### src/rtl/m_bus_arbiter.sv
// -----------------------------------------------------------------------------
// m_bus_arbiter
//   Two-master, three-slave bus controller. Arbitrates the CPU data port (M0)
//   and a DMA/debug port (M1) onto the shared DM/TC1/TC2 slave bus. Only one
//   transaction is outstanding at a time.
//
//   Sequence: IDLE -> ADDR -> WAIT (RD_LAT-1 cycles) -> RESP -> IDLE.
//   Decode errors skip the slave access: IDLE -> RESP.
//
//   Handshake: a master raises mN_req with its fields stable. In an IDLE
//   cycle the arbiter pulses mN_gnt combinationally for one cycle, and the
//   fields are latched at the closing edge. Completion is a one-cycle
//   mN_rvalid pulse carrying mN_rdata/mN_err. There is no back-pressure on
//   the response. A req still high after its gnt counts as a new request.
//
//   Configuration macro: BUS_ARB_RR_EN
//     defined   : round-robin. On a tie, the master not granted last wins.
//     undefined : fixed priority. M0 always wins.
//
// Ports
//   clk, rst_n                clock, async active-low reset
//   mN_req/we/addr/byteen/wdata   master N request fields (N = 0, 1)
//   mN_gnt                    request accepted (combinational, IDLE only)
//   mN_rvalid/rdata/err       registered completion for master N
//   s_sel                     one-hot {TC2,TC1,DM}, high only in ADDR
//   s_we, s_byteen            write strobe / lanes, only in ADDR
//   s_addr, s_wdata           latched address / write data
//   dm_rdata/tc1_rdata/tc2_rdata  slave read data
//   dbg_state                 current FSM state
// -----------------------------------------------------------------------------
module m_bus_arbiter #(
   parameter int          RD_LAT   = 1,
   parameter logic [31:0] DM_END   = 32'h0000_2fff,
   parameter logic [31:0] TC1_BASE = 32'h0000_7f00,
   parameter logic [31:0] TC2_BASE = 32'h0000_7f10
) (
   input  logic        clk,
   input  logic        rst_n,
   input  logic        m0_req,
   input  logic        m0_we,
   input  logic [31:0] m0_addr,
   input  logic [3:0]  m0_byteen,
   input  logic [31:0] m0_wdata,
   output logic        m0_gnt,
   output logic        m0_rvalid,
   output logic [31:0] m0_rdata,
   output logic        m0_err,
   input  logic        m1_req,
   input  logic        m1_we,
   input  logic [31:0] m1_addr,
   input  logic [3:0]  m1_byteen,
   input  logic [31:0] m1_wdata,
   output logic        m1_gnt,
   output logic        m1_rvalid,
   output logic [31:0] m1_rdata,
   output logic        m1_err,
   output logic [2:0]  s_sel,
   output logic        s_we,
   output logic [31:0] s_addr,
   output logic [3:0]  s_byteen,
   output logic [31:0] s_wdata,
   input  logic [31:0] dm_rdata,
   input  logic [31:0] tc1_rdata,
   input  logic [31:0] tc2_rdata,
   output logic [1:0]  dbg_state
);

   typedef enum logic [1:0] {
      IDLE = 2'd0,
      ADDR = 2'd1,
      WAIT = 2'd2,
      RESP = 2'd3
   } state_t;

   localparam int CW = (RD_LAT > 2) ? $clog2(RD_LAT) : 1;

   state_t        state;
   logic [CW-1:0] wait_cnt;
   logic          lat_mid;   // latched master id, 1 = M1
   logic          lat_we;
   logic [2:0]    lat_sel;

   // ---------------- arbitration ----------------
   logic any_req;
   logic win;                // 1 = M1 wins this cycle

   assign any_req = m0_req | m1_req;

`ifdef BUS_ARB_RR_EN
   logic rr_ptr;             // master that wins a tie (0 = M0)

   always_comb begin
      win = 1'b0;
      if (m0_req && m1_req) win = rr_ptr;
      else                  win = ~m0_req;
   end
`else
   always_comb begin
      win = ~m0_req;
   end
`endif

   assign m0_gnt = (state == IDLE) && any_req && !win;
   assign m1_gnt = (state == IDLE) && any_req &&  win;

   // ---------------- winner fields and decode ----------------
   logic        w_we;
   logic [31:0] w_addr;
   logic [3:0]  w_byteen;
   logic [31:0] w_wdata;

   always_comb begin
      w_we     = win ? m1_we     : m0_we;
      w_addr   = win ? m1_addr   : m0_addr;
      w_byteen = win ? m1_byteen : m0_byteen;
      w_wdata  = win ? m1_wdata  : m0_wdata;
   end

   logic       hit_dm, hit_tc1, hit_tc2, hit_tc, cnt_reg, w_err;
   logic [2:0] w_sel;

   always_comb begin
      hit_dm  = (w_addr <= DM_END);
      hit_tc1 = (w_addr >= TC1_BASE) && (w_addr <= TC1_BASE + 32'h0000_000b);
      hit_tc2 = (w_addr >= TC2_BASE) && (w_addr <= TC2_BASE + 32'h0000_000b);
      hit_tc  = hit_tc1 | hit_tc2;
      // Offset 0x8..0xb of a timer window is the read-only count register.
      cnt_reg = (hit_tc1 && (w_addr >= TC1_BASE + 32'h0000_0008)) ||
                (hit_tc2 && (w_addr >= TC2_BASE + 32'h0000_0008));
      w_err   = !(hit_dm | hit_tc)
              | (hit_tc && (w_byteen != 4'b1111))
              | (w_we && cnt_reg)
              | (w_we && (w_byteen == 4'b0000));
      w_sel   = {hit_tc2, hit_tc1, hit_dm};
   end

   // ---------------- response data ----------------
   // Slave data is taken at the edge that enters RESP. Writes return zero.
   logic [31:0] resp_data;

   always_comb begin
      resp_data = 32'h0;
      if (!lat_we) begin
         if      (lat_sel[0]) resp_data = dm_rdata;
         else if (lat_sel[1]) resp_data = tc1_rdata;
         else if (lat_sel[2]) resp_data = tc2_rdata;
      end
   end

   assign dbg_state = state;

   // ---------------- FSM and registered outputs ----------------
   always_ff @(posedge clk or negedge rst_n) begin
      if (!rst_n) begin
         state     <= IDLE;
         wait_cnt  <= '0;
         lat_mid   <= 1'b0;
         lat_we    <= 1'b0;
         lat_sel   <= 3'b000;
         s_sel     <= 3'b000;
         s_we      <= 1'b0;
         s_addr    <= 32'h0;
         s_byteen  <= 4'h0;
         s_wdata   <= 32'h0;
         m0_rvalid <= 1'b0;
         m0_rdata  <= 32'h0;
         m0_err    <= 1'b0;
         m1_rvalid <= 1'b0;
         m1_rdata  <= 32'h0;
         m1_err    <= 1'b0;
`ifdef BUS_ARB_RR_EN
         rr_ptr    <= 1'b0;
`endif
      end else begin
         // Slave strobes and responses are single-cycle pulses.
         s_sel     <= 3'b000;
         s_we      <= 1'b0;
         s_byteen  <= 4'h0;
         m0_rvalid <= 1'b0;
         m0_rdata  <= 32'h0;
         m0_err    <= 1'b0;
         m1_rvalid <= 1'b0;
         m1_rdata  <= 32'h0;
         m1_err    <= 1'b0;

         case (state)
            IDLE: begin
               if (any_req) begin
                  lat_mid <= win;
                  lat_we  <= w_we;
                  lat_sel <= w_sel;
                  s_addr  <= w_addr;
                  s_wdata <= w_wdata;
`ifdef BUS_ARB_RR_EN
                  rr_ptr  <= ~win;
`endif
                  if (w_err) begin
                     state     <= RESP;
                     m0_rvalid <= ~win;
                     m0_err    <= ~win;
                     m1_rvalid <= win;
                     m1_err    <= win;
                  end else begin
                     state    <= ADDR;
                     s_sel    <= w_sel;
                     s_we     <= w_we;
                     s_byteen <= w_we ? w_byteen : 4'h0;
                  end
               end
            end

            ADDR: begin
               if (RD_LAT == 1) begin
                  state     <= RESP;
                  m0_rvalid <= ~lat_mid;
                  m0_rdata  <= lat_mid ? 32'h0 : resp_data;
                  m1_rvalid <= lat_mid;
                  m1_rdata  <= lat_mid ? resp_data : 32'h0;
               end else begin
                  state    <= WAIT;
                  wait_cnt <= '0;
               end
            end

            WAIT: begin
               if (wait_cnt == CW'(RD_LAT - 2)) begin
                  state     <= RESP;
                  m0_rvalid <= ~lat_mid;
                  m0_rdata  <= lat_mid ? 32'h0 : resp_data;
                  m1_rvalid <= lat_mid;
                  m1_rdata  <= lat_mid ? resp_data : 32'h0;
               end else begin
                  wait_cnt <= wait_cnt + 1'b1;
               end
            end

            RESP: begin
               state <= IDLE;
            end

            default: state <= IDLE;
         endcase
      end
   end

endmodule

### config.mk
export PLATFORM = sky130hd
export DESIGN_NAME = m_bus_arbiter
export DESIGN_NICKNAME = d
export VERILOG_FILES = /design/src/rtl/m_bus_arbiter.sv
export SDC_FILE = /design/constraint.sdc
export NUM_CORES = 1
export LEC_CHECK = 0
export ABC_CLOCK_PERIOD_IN_PS = 3700
export CAP_MARGIN = 20
export CORE_AREA = 3 3 145 147
export DETAILED_ROUTE_END_ITERATION = 7
export DIE_AREA = 0 0 148 150
export GPL_ROUTABILITY_DRIVEN = 0
export PLACE_DENSITY_LB_ADDON = 0.25
export SLEW_MARGIN = 20
export SYNTH_ARGS = -nofsm -noshare
export SYNTH_HDL_FRONTEND = slang
export SYNTH_SLANG_ARGS = --single-unit
### constraint.sdc
create_clock -name clk -period 3.7 [get_ports clk]
set_input_delay 0.74 -clock clk [delete_from_list [all_inputs] [get_ports clk]]
set_output_delay 0.74 -clock clk [all_outputs]
set_load 0.005 [all_outputs]
==> impl_results.rst <==
Implementation results
======================

.. list-table::
   :header-rows: 1

   * - Metric
     - Value
   * - Status
     - finished, final reports clean
   * - Signal arrival time at the worst endpoint
     - about 2.1 ns
   * - Post-route non-filler standard cell count
     - 1353
   * - Synth warnings
     - 0
   * - M1 wire length
     - 9.864 mm
   * - Required time of the worst setup path
     - slightly below 3 ns
   * - Synth top cells by count
     - dfrtp_1 (148), nor2_1 (77), o21ai_0 (69), nand2_1 (48), clkbuf_1 (44)
   * - Post-synth net total
     - around 950
   * - Wire length on met2
     - 13.48 mm
   * - Final TNS setup
     - 0 ns
   * - Achievable clock frequency
     - between 300 and 400 MHz
   * - Hold Vio Cnt, Final
     - 0
   * - Total power draw
     - about 6300 uW
   * - Met3 routed WL
     - between 2 and 2.5 mm
   * - HPWL Detailed
     - slightly below 20 mm
   * - Ordered cell list for the critical path
     - buf_2 > buf_4 > nand2_1 > inv_1 > clkdlybuf4s50_1
   * - Cell type of the slowest stage on the worst timing path
     - clkdlybuf4s50_1
   * - Cell types occupying the most area after synthesis
     - dfrtp_1 (53%), mux2i_1 (5.0%), o21ai_0 (5.0%)
   * - Hold Path Class
     - primary input to async pin
   * - Post-Syn Area per Cell
     - between 9 and 10 sq um
   * - Clock Root Buffer
     - clkbuf_16
   * - NumNets Final
     - between 1000 and 1500
   * - Pre-CTS setup slack
     - between 0.4 and 0.5 ns
   * - Met2 global-route usage
     - about two fifths
   * - Maximum net fanout on the critical path
     - 24
   * - Total CTS buffers
     - 17
   * - Total buffers and inverters traversed by the critical path
     - 4
   * - TritonCTS sink count
     - approximately 150
   * - Clock share of power
     - between 20 and 30%
   * - Synthesized instance count
     - 708
   * - Post-detailed-routing wire length
     - 26.07 mm
   * - Maximum level of the CTS H-tree
     - 4
   * - Post-route minimum period
     - 2.865 ns
   * - Setup Viol. Count Final
     - 0
   * - Comb power frac
     - between 30% and 40%
   * - Most used standard cell by instance count after synthesis
     - dfrtp_1
   * - Resize count post-CTS
     - 0
   * - Final design instance area without fill
     - approximately 12000 sq um
   * - Die X
     - about 150 microns
   * - Iteration-0 DRC count of the detailed router
     - approximately 310
   * - Total via count in the routed design
     - between 6000 and 7000
   * - Number of antenna violations at the first check in global routing
     - 2
   * - Worst-path clk slew
     - roughly 0.060 ns
   * - Total congestion overflow after global routing
     - 0
   * - Sequential share of the synthesized area
     - between 50% and 60%
   * - Internal power consumption
     - 4269 uW
   * - Rows
     - 52
   * - Number of synthesized flops with an enable pin
     - 0
   * - Remaining DRCs
     - 0
   * - Worst setup path class
     - primary input to primary output
   * - Peak supply drop
     - ~0.00033 V
   * - Capturing element type of the critical path
     - primary output
   * - Top routing layer in use
     - met4
   * - Slew margin rel.
     - a little under half
   * - Largest incremental delay on the critical path
     - about 0.54 ns
   * - Critical Path Sink
     - m0_gnt
   * - Unique cell types
     - 51
   * - Chip area in the Yosys report
     - between 6000 and 7000 sq um
   * - Post-DR vias/cell
     - 5.072
   * - Yosys stat cell total
     - roughly 700
   * - Setup crit start kind
     - primary input
   * - Setup repair after global routing missed its margin
     - no
   * - Post-synthesis instance area
     - 6969 sq um
   * - Switching power of the nets
     - ~2000 uW
   * - Number of stages on the worst setup path
     - 5
   * - Area of placed instances
     - 11040 sq um
   * - Share of final-layout standard cells stronger than drive strength 1
     - 5.828%
   * - I/O Buffers
     - roughly 380
   * - Leading area contributor after synthesis
     - dfrtp_1
   * - CP startpoint
     - m0_req
   * - Chip area
     - about 22000 sq um
   * - Initial DRT Pass Iterations
     - 5
==> logic make-up after synthesis <==
family / after synthesis / synth area share, %
AOI/OAI and AO/OA: 221 / 20.97
and+or+nand+nor: 202 / 14.40
DFF: 148 / 53.14
buffers and inverters: 95 / 5.224
muxes: 36 / 5.189
adders and majority gates: 6 / 1.077
==> placed cells by master (no fill, tap or decap), types with 3 or more instances in the layout <==
master / count
nor2b_1: 3
nor4bb_1: 3
a221oi_1: 31
nand3b_1: 34
nand3_1: 7
o22ai_1: 32
clkdlybuf4s50_1: 378
clkbuf_16: 17
dfrtp_1: 147
nand2_1: 48
nor4b_1: 3
buf_4: 18
a21oi_1: 38
nor4_1: 4
clkinvlp_4: 3
nor3_1: 10
ha_1: 5
nor2_1: 77
clkinv_2: 3
mux2i_1: 35
o21ai_0: 68
inv_1: 36
a211o_1: 31
==> power by group through the flow <==
| stage | Combinational [uW] | Sequential, uW | Clock (uW) |
|---|---|---|---|
| finish | 2310 | 2250 | 1730 |
| global route | 2530 | 2310 | 1830 |
| CTS | 2330 | 2250 | 1760 |
| detailed placement | 2330 | 2270 | 0 |
| global placement | 2310 | 2260 | 0 |
| floorplan | 919 | 2280 | 0 |
==> state kept, by name (all words and copies together) (netlist names), 2 cells and up <==
register,flops
m0_rdata,32
s_addr,32
lat_sel,3
m1_rdata,32
s_sel,3
s_wdata,32
s_byteen,4
dbg_state,2
==> layout make-up <==
cell class	instances	area (sq um)	share of cell area (%)
Antenna cell	2	5.005	0.04304
Clock buffer	21	460.4	3.960
Inverter	37	138.9	1.194
Clock inverter	11	123.9	1.065
Multi-Input combinational cell	465	2918	25.09
Sequential cell	148	3705	31.86
Tap cell	270	337.8	2.905
Timing Repair Buffer	399	3940	33.88
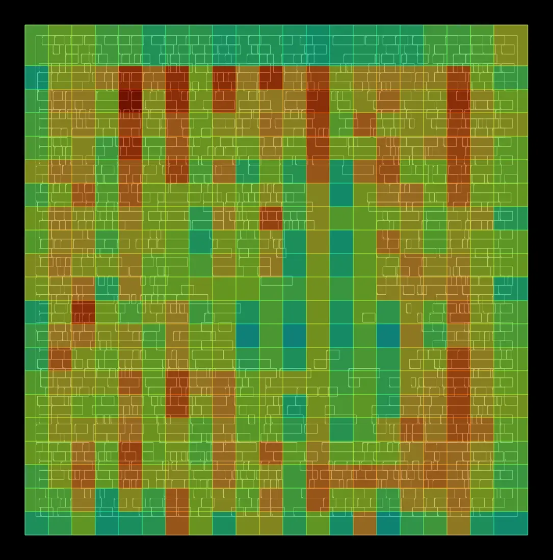
*Congestion heat map*
final core utilization: 58.03%
met3 usage in global routing: 7.723%
combined global-route utilization of all metal layers: 22.46%
WL per Instance: 19.27 microns
grt met1 use: 26.27%

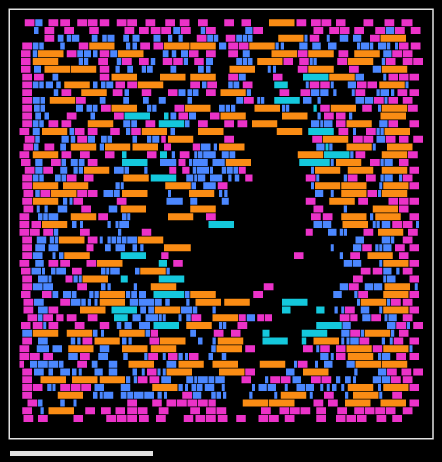
*Cell classes on the final placement*
Bar = 50 microns.
legend:
  blue:
    class: combinational and other logic
    cells: 502
  magenta:
    class: other buffers and delay cells
    cells: 399
  orange:
    class: flops
    cells: 148
  cyan:
    class: clock drivers and dummy loads
    cells: 32

Power figures rest on the tool's default switching activity, not on a simulated workload.
